`src/rtl/icache_refill_ctrl.sv`:
```
// I-cache line refill controller: one burst read per miss, beats packed into a line-wide return buffer.
// Optional critical-word forwarding is enabled by defining CRIT_WORD_FWD_EN.
module icache_refill_ctrl #(
    parameter int WORD_W     = 32,
    parameter int LINE_WORDS = 4,
    parameter int ADDR_W     = 32
) (
    input  logic                         clk,
    input  logic                         rst,
    input  logic                         miss_valid,
    input  logic [ADDR_W-1:0]            miss_addr,
    output logic                         miss_ready,
    input  logic                         flush,
    output logic                         rd_req,
    output logic [ADDR_W-1:0]            rd_addr,
    output logic [7:0]                   rd_len,
    input  logic                         rd_ack,
    input  logic                         ret_valid,
    input  logic                         ret_last,
    input  logic [WORD_W-1:0]            ret_data,
    output logic                         rb_we,
    output logic [WORD_W*LINE_WORDS-1:0] rb_line,
    output logic                         refill_done,
`ifdef CRIT_WORD_FWD_EN
    output logic                         fwd_valid,
    output logic [WORD_W-1:0]            fwd_data,
`endif
    output logic                         refill_err
);

    localparam int CW         = $clog2(LINE_WORDS);
    localparam int LINE_BYTES = LINE_WORDS * WORD_W / 8;
    localparam int BYTE_W     = $clog2(WORD_W / 8);
    localparam logic [CW-1:0]     LAST_IDX  = CW'(LINE_WORDS - 1);
    localparam logic [ADDR_W-1:0] BASE_MASK = ~ADDR_W'(LINE_BYTES - 1);

    typedef enum logic [2:0] {
        S_IDLE,
        S_REQ,
        S_RECV,
        S_DRAIN,
        S_DONE
    } state_t;

    state_t              state;
    logic [CW-1:0]       cnt;
    logic [ADDR_W-1:0]   base;

    assign rd_addr = base;
    assign rd_len  = 8'(LINE_WORDS - 1);

`ifdef CRIT_WORD_FWD_EN
    logic [CW-1:0] idx;

    always_ff @(posedge clk) begin
        if (rst) begin
            idx <= '0;
        end else if (state == S_IDLE && miss_valid) begin
            idx <= CW'(miss_addr >> BYTE_W);
        end
    end

    // Combinational so the fetch stage sees the critical word in the beat's own cycle.
    assign fwd_valid = (state == S_RECV) && ret_valid && !flush && (cnt == idx);
    assign fwd_data  = ret_data;
`endif

    always_ff @(posedge clk) begin
        if (rst) begin
            state       <= S_IDLE;
            cnt         <= '0;
            base        <= '0;
            rb_line     <= '0;
            miss_ready  <= 1'b1;
            rd_req      <= 1'b0;
            rb_we       <= 1'b0;
            refill_done <= 1'b0;
            refill_err  <= 1'b0;
        end else begin
            rb_we       <= 1'b0;
            refill_done <= 1'b0;
            refill_err  <= 1'b0;
            case (state)
                S_IDLE: begin
                    if (miss_valid) begin
                        base       <= miss_addr & BASE_MASK;
                        miss_ready <= 1'b0;
                        rd_req     <= 1'b1;
                        state      <= S_REQ;
                    end
                end
                S_REQ: begin
                    if (rd_ack) begin
                        rd_req <= 1'b0;
                        cnt    <= '0;
                        state  <= flush ? S_DRAIN : S_RECV;
                    end else if (flush) begin
                        rd_req     <= 1'b0;
                        miss_ready <= 1'b1;
                        state      <= S_IDLE;
                    end
                end
                S_RECV: begin
                    // A flush wins over any beat in the same cycle; that beat is not stored.
                    if (flush) begin
                        state <= S_DRAIN;
                    end else if (ret_valid) begin
                        rb_line[int'(cnt)*WORD_W +: WORD_W] <= ret_data;
                        cnt <= cnt + 1'b1;
                        if (cnt == LAST_IDX) begin
                            if (ret_last) begin
                                rb_we       <= 1'b1;
                                refill_done <= 1'b1;
                                state       <= S_DONE;
                            end else begin
                                refill_err <= 1'b1;
                                state      <= S_DRAIN;
                            end
                        end else if (ret_last) begin
                            refill_err <= 1'b1;
                            miss_ready <= 1'b1;
                            state      <= S_IDLE;
                        end
                    end
                end
                S_DRAIN: begin
                    if (ret_valid && ret_last) begin
                        miss_ready <= 1'b1;
                        state      <= S_IDLE;
                    end
                end
                S_DONE: begin
                    miss_ready <= 1'b1;
                    state      <= S_IDLE;
                end
                default: begin
                    miss_ready <= 1'b1;
                    rd_req     <= 1'b0;
                    state      <= S_IDLE;
                end
            endcase
        end
    end

endmodule

```
`config.mk`:
```
export PLATFORM = sky130hd
export DESIGN_NAME = icache_refill_ctrl
export DESIGN_NICKNAME = d
export VERILOG_FILES = /design/src/rtl/icache_refill_ctrl.sv
export SDC_FILE = /design/constraint.sdc
export NUM_CORES = 1
export LEC_CHECK = 0
export ABC_AREA = 1
export CAP_MARGIN = 20
export CORE_ASPECT_RATIO = 1.25
export CORE_UTILIZATION = 45
export CTS_CLUSTER_DIAMETER = 40
export DETAILED_ROUTE_END_ITERATION = 10
export GPL_ROUTABILITY_DRIVEN = 0
export PLACE_DENSITY = 0.8
export REMOVE_ABC_BUFFERS = 1
export SYNTH_ARGS = -nofsm -noshare
export SYNTH_HDL_FRONTEND = slang
export SYNTH_SLANG_ARGS = --single-unit
```
`constraint.sdc`:
```
create_clock -name clk -period 2.4 [get_ports clk]
set_clock_uncertainty 0.1 [all_clocks]
set_input_delay 0.48 -clock clk [delete_from_list [all_inputs] [get_ports clk]]
set_output_delay 0.48 -clock clk [all_outputs]
set_load 0.01 [all_outputs]
```
Run 1, metal 1:
Scale: 2 px per µm. Supply wires on this layer in gray.
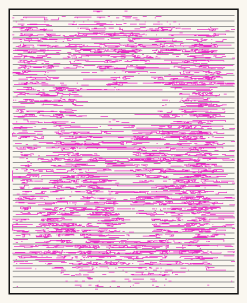
longest straight run = 32.7 µm
nets with wire on the layer = 1,046
main direction = horizontal
wire length on this layer = 8,830 µm

Run 1, met3 routing:
Scale: 3 px per µm.
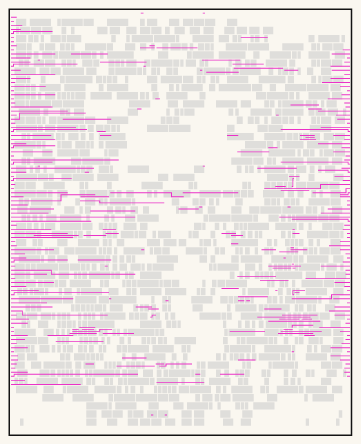
wire length on this layer = 2,100 µm
longest straight run = 41.2 µm

Run 1, clock nets:
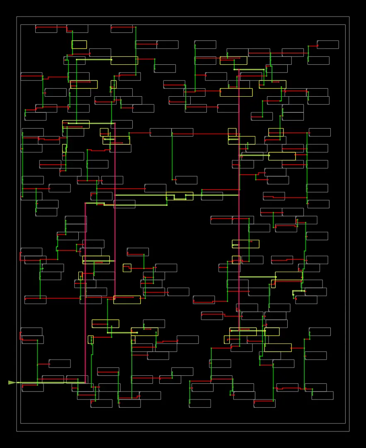
number of clock sinks seen by CTS: 165
flop count: 165
Inserted Clock Buffers: 17

==> run notes, run 1 <==
Results of the flow run.

STA reports a reg2reg setup slack of 290 ps. Looking at the worst setup and hold paths, the clock pins of their registers show a slew of around 60 ps. The final antenna diode tally reported by the flow is 0. The number of logic gates stands at between 600 and 700. Wire segments on met2 add up to between 10,000 and 15,000 µm in the final route. The peak fanout along the critical path stands at 26.

rb_line holds more flip-flops than any other register. The stage-log warning count stands at 34. For reference, the critical path is launched at cnt[1]$_SDFFE_PP0P_. The setup TNS stands at 0 ps.

STA classifies the critical path startpoint as a register. The DRC marker count from the first detailed-route iteration stands at 755. Entering global routing, the biggest net connects 83 pins. Summing all multiplexer cells gives an area fraction of 0%. Hold repair after CTS inserted 0 buffers. The row count stands at 50. The top-level port count stands at ~240. The average cell area after synthesis stands at 7.51 µm². The part of the Yosys area used for sequential elements stands at 47.2%. In this run, the synthesized area fraction spent on and/or/nand/nor cells is recorded as 30.8%. After clock tree synthesis, the setup repair step added 0 buffers. Per the summary, power density relative to cell area is 620 nW/µm².

For met2 alone, demand over resource in global routing was 43.0%. The run finished with clean final reports. During tapcell insertion the tool placed 208 well taps. The met1 usage stands at 33.1%. By area the synthesized netlist is led by sky130_fd_sc_hd__dfxtp_1, sky130_fd_sc_hd__nand2_1, sky130_fd_sc_hd__a21oi_1, sky130_fd_sc_hd__nand3_1, sky130_fd_sc_hd__nand4_1.

The depth of the worst register-to-register path stands at 7. The portion of total power attributed to the clock network stands at 42.4%. The final layout net count stands at 1,194. The final max-slew violation count stands at 0. In this run the maximum-capacitance check reported violations numbering 0. The global routing report lists met3 layer usage as roughly 8.5%.

The final count of hold timing violations stands at 0. Per the detailed-route log, wirelength across all metal layers totals 22,300 µm. Per the cell usage report, the commonest logic cell in the layout is sky130_fd_sc_hd__clkdlybuf4s50_1.

After detailed routing, no signal wire sits above met4. Looking at the power breakdown, sequential logic takes 46.6% of the total. The global-route wire length before repair stands at 34,200 µm.

The met3 routed wirelength stands at 2100 µm. The fraction of power spent switching nets stands at 24.7%. Along the worst hold path, the cell count comes to 2. The via count normalized by instance count stands at 5.47. The setup slack after placement stands at 145 ps. The biggest slice of the area belongs to sequential cells. The worst path uses 87.9% of the clock period. The sequential power stands at 0.00285 W. Registers take 3300 µm². Including well taps, the total number of placed cells is 1,306. The placed wire-length estimate after detailed placement stands at 14,900 µm. The area taken by multi-input logic gates stands at 3110 µm². Measured on the finished design, the core utilization comes to 65.4%. By instance count, the cell type seen most on the critical path is sky130_fd_sc_hd__inv_1. The worst path buffer plus inverter count stands at 3.

Multi-input gates account for 31.5% of the area. The sum of routed wire segments on met1 stands at 8830 µm. The combinational group share of total power stands at between 10% and 20%. The count of endpoints failing setup in the final report stands at 0. For hold timing, the worst endpoint is rd_addr[28]$_SDFFE_PP0P_. The unique cell type count in the Yosys netlist stands at 22.

Once routing completed, OpenROAD measured the worst setup slack at 290 ps. Ranked by power, first place goes to sequential cells. The number of filler cells placed in the layout stands at ~1,300. The area of the placeable core stands at 15,100 µm². The total vias in the final route stands at 7,315.

Summed over all instances, the cell type with the most area after synthesis is sky130_fd_sc_hd__dfxtp_1. The DRC violation total left in the routed layout is recorded as 0. For this design the static power due to leakage is 3.33 nW. Post-synthesis, Yosys gives the total cell area as 7000 µm². The internal cell power stands at 0.00460 W.

The critical path is of the reg2reg type. STA classifies the critical path endpoint as a register.
--- run 2 (diff from run 1) ---
--- a/config.mk
+++ b/config.mk
@@ -13,6 +13,7 @@
 export DETAILED_ROUTE_END_ITERATION = 10
 export GPL_ROUTABILITY_DRIVEN = 0
 export PLACE_DENSITY = 0.8
+export RECOVER_POWER = 100
 export REMOVE_ABC_BUFFERS = 1
 export SYNTH_ARGS = -nofsm -noshare
 export SYNTH_HDL_FRONTEND = slang
==> run 2 against run 1 <==
Global-route usage is the same. Sequential power hardly changed. Final area is 0.52% lower. Non-clock buffer count stayed put. Critical path type is now in2reg. Cell count stayed put. Flip-flop count unchanged. Clock power hardly changed. Largest cell class unchanged. Highest routed layer unchanged. Largest power group unchanged. Die size unchanged. Setup slack worse by 81 ps.
==> run notes, run 2 <==
Results of the flow run.

The run finished with clean final reports. Per report_power, the combinational group accounts for 10.5% of the total. The timing report shows the most common cell along the critical path to be sky130_fd_sc_hd__nand2_1. The row count stands at 50.

The number of buffers and inverters on the critical path is 2. For this run the aggregate overflow at the end of global routing stands at 0. The final layout net count stands at 1,194. Per STA, the startpoint of the critical path is ret_valid.

The met1 usage stands at 33.1%. The fraction of standard cell area in multi-input logic stands at 31.4%. Global routing consumed, on the met2 layer, 43.0% of the routing resources. The area share of and-or/or-and cells after synthesis stands at 11.6%. The layout overhead on the synthesized area stands at 40.0%.

The sequential power stands at 0.00284 W. The number of diodes stands at 0. The routed design shows a via density per instance of about 5.4.

The design has 165 sequential cells. The number of multi-input combinational cells in the layout is 658. The part of the cycle the worst path needs stands at 91.3%. The peak fanout along the critical path stands at 28.

For this block, the via count after detailed routing is 7,283. The power dissipated by switching net loads stands at 0.00150 W. Per the final timing report, the hold violations number 0.

The placed wire-length estimate after detailed placement stands at 14,900 µm. The last timing report of the flow puts the setup violation total at 0. For hold timing, the worst endpoint is rd_addr[28]$_SDFFE_PP0P_.

The longest clock path from root to sink contains 2 buffers. During tapcell insertion the tool placed 208 well taps. In the detailed route, the total length drawn on met2 is 10,300 µm. Post-synth the commonest register cell is sky130_fd_sc_hd__dfxtp_1.

The largest register by flop count is rb_line. The unique cell type count in the Yosys netlist stands at 22. The script computed a power per unit cell area of approximately 620 nW/µm². The first global-routing pass estimated 34,200 µm of wire. Counting the fill cells in the layout gives 1,322. The number of instances in the placed design stands at 1,306. The post-cts hold buffer count stands at 0. The clock transition at the registers of the reported paths stands at 60 ps. Ranked by total area, the top cell class in this layout is sequential cells. The critical path is of the in2reg type.

For reference, the mux area share after synthesis is 0%. CTS saw between 150 and 200 sinks. The clock network accounts for 42.7% of the total power. The leakage power figure stands at approximately 3.8 nW. In this run switching power makes up roughly a quarter of total power. The register-to-register path setup slack stands at between 200 and 300 ps.

The setup TNS stands at 0 ps. The final routed DRC violation total stands at 0. The sequential share of power stands at 46.8%.

Per the synthesis report, the dominant area consumer among library cells is sky130_fd_sc_hd__dfxtp_1. The layout clock buffer count stands at 24. The first routing iteration left slightly below 700 violations.

The total power after layout stands at 0.00608 W. The tool warning count for the run is 34. The final max-slew violation count stands at 0. The post-CTS repair timing setup buffer count stands at 0. For reference, the critical path is captured by rb_line[124]$_SDFFE_PP0P_. The average cell area after synthesis stands at 7.51 µm².

The total cell area reported by yosys after synthesis stands at approximately 7000 µm². Yosys reported a register bit count of about 170. Yosys attributes the largest share of cell area to sky130_fd_sc_hd__dfxtp_1, sky130_fd_sc_hd__nand2_1, sky130_fd_sc_hd__a21oi_1, sky130_fd_sc_hd__nand3_1, sky130_fd_sc_hd__nand4_1.

The worst setup path is launched from an input port. The met3 track demand over resource stands at 8.54%. The post-layout worst setup margin stands at 209 ps. Leaving out buffers and inverters, the combinational logic in the layout accounts for 3080 µm². The storage element area stands at 3300 µm². The root buffer cell chosen for the clock tree is sky130_fd_sc_hd__clkbuf_16.

The hold slack stands at roughly 190 ps. The met3 routed wirelength stands at about 2100 µm. The cell depth of the worst min-delay path stands at 2. In this run the top signal layer used is met4. Summing the areas of all and, or, nand and nor instances in the mapped netlist gives 30.8% of the synthesized area.

The worst setup path is captured at a register. The post-route cell area stands at between 9000 and 10,000 µm². The top-level port count stands at about 240. The internal cell power stands at 0.00457 W. The area of the placeable core stands at 15,100 µm².

In this run the maximum-capacitance check reported violations numbering 0. The depth of the worst register-to-register path stands at 7. Per the detailed-route log, wirelength across all metal layers totals between 20,000 and 25,000 µm. The setup slack after placement stands at 145 ps.
Run 2, placement density heat map:
Scale: 3 px per µm. The die is cut into 11 by 14 equal tiles; white is low, dark blue is high, 0 to 100% covered.
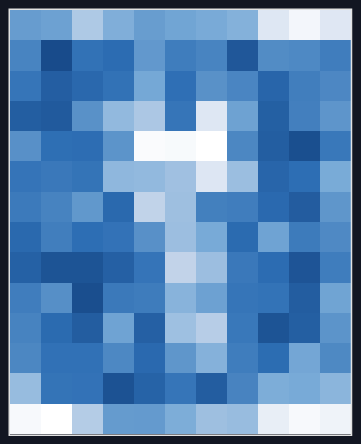
mean over tiles = 59%
fullest tile = 89%
tiles over 75% full = 24%
nearly empty tiles = 1.3%

Power and IR drop assume default switching activity.
